**src/rtl/arbitro_de_sequencias.sv**
```systemverilog
// Collects one-cycle A/B sequence indications into pending flags, arbitrates them
// round-robin into a first-word-fall-through FIFO, and keeps saturating counters plus a loss flag.
module arbitro_de_sequencias #(
    parameter int PROF      = 4,
    parameter int LARG_CONT = 8
) (
    input  logic                 clk,
    input  logic                 reset,
    input  logic                 seq_a,
    input  logic                 seq_b,
    input  logic                 habilita,
    input  logic                 evt_ready,
    input  logic                 limpa_perdido,
    output logic                 evt_valid,
    output logic                 evt_tipo,
    output logic [LARG_CONT-1:0] cont_a,
    output logic [LARG_CONT-1:0] cont_b,
    output logic                 perdido
);

    localparam int PW = $clog2(PROF);

    typedef enum logic {
        SRC_A = 1'b0,
        SRC_B = 1'b1
    } fonte_t;

    fonte_t         ultimo;
    logic           pend_a;
    logic           pend_b;
    logic           mem [PROF];
    logic [PW-1:0]  wr_ptr;
    logic [PW-1:0]  rd_ptr;
    logic [PW:0]    ocup;

    logic acc_a, acc_b, cheio, pop, push;
    logic grant_a, grant_b, perda;

    always_comb begin
        acc_a   = seq_a & habilita;
        acc_b   = seq_b & habilita;
        // Occupancy never exceeds PROF (a power of 2), so the top bit alone means full.
        cheio   = ocup[PW];
        evt_valid = (ocup != '0);
        evt_tipo  = evt_valid & mem[rd_ptr];
        pop     = evt_valid & evt_ready;
        grant_a = !cheio && pend_a && (!pend_b || ultimo == SRC_B);
        grant_b = !cheio && pend_b && (!pend_a || ultimo == SRC_A);
        push    = grant_a | grant_b;
        perda   = (acc_a && pend_a && !grant_a) || (acc_b && pend_b && !grant_b);
    end

    always_ff @(posedge clk or posedge reset) begin
        if (reset) begin
            pend_a  <= 1'b0;
            pend_b  <= 1'b0;
            ultimo  <= SRC_B;
            wr_ptr  <= '0;
            rd_ptr  <= '0;
            ocup    <= '0;
            cont_a  <= '0;
            cont_b  <= '0;
            perdido <= 1'b0;
        end else begin
            pend_a <= acc_a | (pend_a & !grant_a);
            pend_b <= acc_b | (pend_b & !grant_b);
            if (grant_a) begin
                ultimo <= SRC_A;
            end else if (grant_b) begin
                ultimo <= SRC_B;
            end
            if (push) begin
                wr_ptr <= wr_ptr + PW'(1);
            end
            if (pop) begin
                rd_ptr <= rd_ptr + PW'(1);
            end
            unique case ({push, pop})
                2'b10:   ocup <= ocup + (PW+1)'(1);
                2'b01:   ocup <= ocup - (PW+1)'(1);
                default: ocup <= ocup;
            endcase
            if (acc_a && cont_a != '1) begin
                cont_a <= cont_a + LARG_CONT'(1);
            end
            if (acc_b && cont_b != '1) begin
                cont_b <= cont_b + LARG_CONT'(1);
            end
            // A loss in the same cycle takes priority over the clear request.
            if (perda) begin
                perdido <= 1'b1;
            end else if (limpa_perdido) begin
                perdido <= 1'b0;
            end
        end
    end

    always_ff @(posedge clk) begin
        if (push) begin
            mem[wr_ptr] <= grant_b;
        end
    end

endmodule

```
**config.mk**
```make
export PLATFORM = sky130hd
export DESIGN_NAME = arbitro_de_sequencias
export DESIGN_NICKNAME = d
export VERILOG_FILES = /design/src/rtl/arbitro_de_sequencias.sv
export SDC_FILE = /design/constraint.sdc
export NUM_CORES = 1
export LEC_CHECK = 0
export ABC_AREA = 1
export CAP_MARGIN = 20
export CELL_PAD_IN_SITES_DETAIL_PLACEMENT = 1
export CELL_PAD_IN_SITES_GLOBAL_PLACEMENT = 1
export CORE_MARGIN = 2
export CORE_UTILIZATION = 39
export DETAILED_ROUTE_END_ITERATION = 10
export GPL_ROUTABILITY_DRIVEN = 1
export PLACE_DENSITY = 0.89
export SYNTH_ARGS = -nofsm -noshare
export SYNTH_HDL_FRONTEND = slang
export SYNTH_SLANG_ARGS = --single-unit
```
**constraint.sdc**
```tcl
create_clock -name clk -period 2.5 [get_ports clk]
set_input_delay 0.25 -clock clk [delete_from_list [all_inputs] [get_ports clk]]
set_output_delay 0.25 -clock clk [all_outputs]
set_load 0.1 [all_outputs]
```
### Congestion heat map

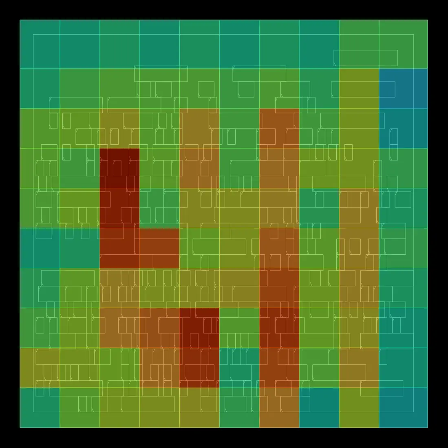
met1 Use GR: 0.204
routed wirelength normalized by instance count: 12.4 microns
share of the core filled with cells in the final layout: 0.486
global routing usage on met3: 0.0303

### Register map, names as in the netlist

The bar under the picture is 20 microns long.
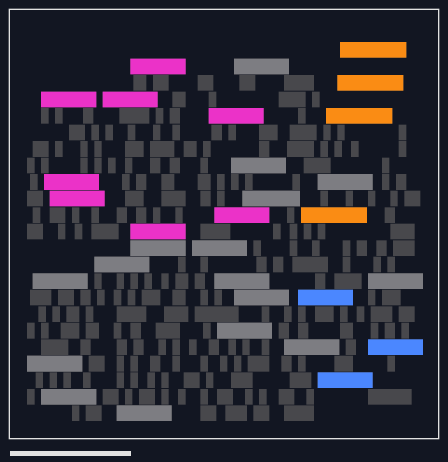
- cont_b: magenta (flops 8)
- mem: orange (flops 4; where upper right)
- ocup: blue (flops 3)
power drawn by the sequential cells: 894 uW
Sequential Area: 797 sq um

==> impl_metrics.json <==
{
  "layout.cells.non_filler": 299,
  "vias_per_cell": 4.77,
  "grt_use_total": 0.177,
  "placed_cells_incl_taps": 291,
  "final_min_period_over_clock_period": 0.802,
  "finalWeightedCongestion": 0.800,
  "grt-ovfl-total": 0,
  "post-cts-setup-buffers": 0,
  "report.final.slew_viol_count": 0,
  "cts_tree": "yes",
  "synth-area-yosys_sq_um": 1720,
  "p_leak_nw": 1.07,
  "clock_insertion_delay_worst_skew_ns": 0.29,
  "peak_ir_drop_on_the_vdd_network_uv": 795,
  "clk_root_buffer_cell": "clkbuf_8",
  "width_of_the_die_microns": 70.5,
  "power_density_nw_per_um2": 1320,
  "synthCells": 213,
  "maxCapViolations": 0,
  "setup_viol": 0,
  "clock_skew_ns": 0.00371,
  "synthToLayoutAreaGrowth_pct": 21.1,
  "synth-edff-count": 4,
  "place.detailed.hpwl_microns": 2870,
  "post_cts_resize_count": 0,
  "drt_first_iter_violations": 36,
  "antenna_cells_inserted": 0,
  "ys_warn_count": 0,
  "hold_slack_ns": 0.312,
  "boundaryPins": 26,
  "timing_worst_setup_path_type": "reg2reg",
  "cp_data_required_time_ns": 2.72,
  "maxSlewHeadroom": 0.772,
  "crit_chain": "o21ai_4, ha_1, inv_1, fa_1, or2_2, nand2_1, xor2_1",
  "placement.io_buffers": 25,
  "timing_hold_violations_final": 0,
  "synthTopCellsByArea": "dfrtp_1 (38%), nand2_1 (14%), edfxtp_1 (7.0%)",
  "antenna_found_initial": 0,
  "first_pass_grt_wire_length_microns": 6780,
  "wirelength_microns": 3710,
  "worstSetupStartpointType": "flop",
  "path_max_fanout": 9,
  "ys.flops": 31,
  "synth.net_count": 228,
  "hold_path.class": "in2async",
  "run_status": "complete, no violations",
  "remaining_drc_errors": 0,
  "total_clock_sinks": 31,
  "syn-mean-instance-area_sq_um": 8.09,
  "worstMarginPinSlew_ns": 0.342,
  "cts_buffer_depth": 2,
  "final.fill_count": 534,
  "path_buffers": 1,
  "worstSetupEndpointType": "flop",
  "finalNetCount": 261,
  "report.power.total_mw": 2.77,
  "cts-buffers-inserted": 5,
  "netlist-cell-type-count": 26,
  "rsz_0062_raised_after_global_routing": "false",
  "synthesis.area_sq_um": 1720,
  "synth_stat.cells": 213,
  "synth_top_cell_by_count": "nand2_1",
  "ant_nets": 0,
  "initial_cell_density_of_the_core": 0.402,
  "postSynthSeqShare": 0.462,
  "async_reset_ff_frac": 0.871,
  "common_cells": "nand2_1 (63), inv_1 (32), dfrtp_1 (26)",
  "placement_rows": 24,
  "grt_max_degree": 28,
  "cts.htree.levels": 2,
  "largest_incremental_delay_on_the_critical_path_ns": 0.45,
  "post_cts_clock_slew_at_the_launch_and_capture_registers_of_the_worst_setup_and_hold_paths_ns": 0.07,
  "first_global_vias": 1531,
  "layout_min_cycle_time_ns": 2.00,
  "chipArea_sq_um": 4970,
  "layout_cells_sized_above_1": 0.186,
  "die_h_microns": 70.5,
  "number_of_openroad_warnings": 29,
  "netlist.top_cell.by_area": "dfrtp_1",
  "ys.flop_type": "dfrtp_1",
  "achievable-frequency_ghz": 0.499,
  "post-synth-top-area-fraction": 0.377,
  "slowest_stage": "dfrtp_1",
  "setup_total_negative_slack_ns": 0
}
## stage by stage
step	cell area, sq um	utilization	setup slack (ns)
floorplan	1730	-	0.251
global placement	2010	0.468	0.462
detailed placement	2010	0.468	0.426
CTS	2090	0.486	0.488
global route	2090	0.486	0.339
finish	2090	0.486	0.495
## worst reg2reg max path, delay by kind of cell, from the launching register on
kind            cells  cell delay, ns
simple gates        2            0.38
compound gates      1            0.30
buf+inv             1            0.07
fa+ha+maj           2            0.58
xor+xnor            1            0.14
flops               1            0.45
## per-layer routing
| layer | routed length, microns | GRT usage | up-vias | share of wire |
|---|---|---|---|---|
| met1 | 1620 | 0.204 | 678 | 0.44 |
| met2 | 1890 | 0.300 | 19 | 0.51 |
| met3 | 70 | 0.0303 | 10 | 0.019 |
| met5 | 0 | 0 | - | 0 |
| met4 | 132 | 0.115 | 0 | 0.036 |
| li1 | - | - | 718 | - |
## area by class of cell
class	instances	area [sq um]	share of cell area
sequential	31	797	0.382
multi-input combinational	145	795	0.380
timing repair buffer	26	210	0.101
inverter	37	141	0.0677
clock buffer	6	72.6	0.0348
tap	52	65.1	0.0312
clock inverter	2	7.51	0.00359
## cell families after synthesis
kind of cell,count (synthesis),synth area share
flops,31,0.462
simple gates,113,0.298
buf+inv,37,0.0820
xor+xnor,8,0.0406
fa+ha+maj,8,0.0624
compound gates,16,0.0544
## sequential cells by signal, indices dropped and copies added, names as in the netlist
register,flops
cont_b,8
rd_ptr,2
wr_ptr,2
ocup,3
ultimo,1
mem,4
pend_a,1
pend_b,1
cont_a,8
perdido,1
## cell usage in the layout, fill, tap and decap left out
cell type        instances
ha_1                     7
clkbuf_1                 1
clkdlybuf4s50_1          6
nand2_4                  2
dfstp_2                  1
nor3_1                   2
inv_2                    4
or2_2                    1
dfrtp_1                 26
nand2_2                  4
o21ai_4                  1
nand2_8                  1
a21boi_2                 1
inv_1                   32
inv_4                    1
fa_1                     1
nand2_1                 63
nor2_4                   2
xor2_1                   4
nand3_1                 14
nand3_2                  1
o21ai_1                  5
clkbuf_8                 5
a21oi_1                  3
edfxtp_1                 4
nor2_2                   2
buf_4                   20
xnor2_1                  4
nand4_1                  2
o21ai_0                  6
nor2_1                  19
clkinv_1                 2
## path summary, 6_finish.rpt
kind	cells past startpoint	to	slack, ns	from
max in group asynchronous	3	ultimo	1.89	reset
setup reg to reg	7	ocup[2]	0.50	pend_a
setup / recovery	7	ocup[2]	0.50	pend_a
hold reg to reg	2	ultimo	0.47	ultimo
min in group clk	2	ultimo	0.47	ultimo
hold / removal	3	cont_a[2]	0.31	reset
## report_power, final
part	switching (mW)	internal (mW)	total, mW
Clock	0.193	0.190	0.382
Sequential	0.185	0.709	0.894
Combinational	1.11	0.379	1.49
Power is estimated from default activity; no workload was simulated.
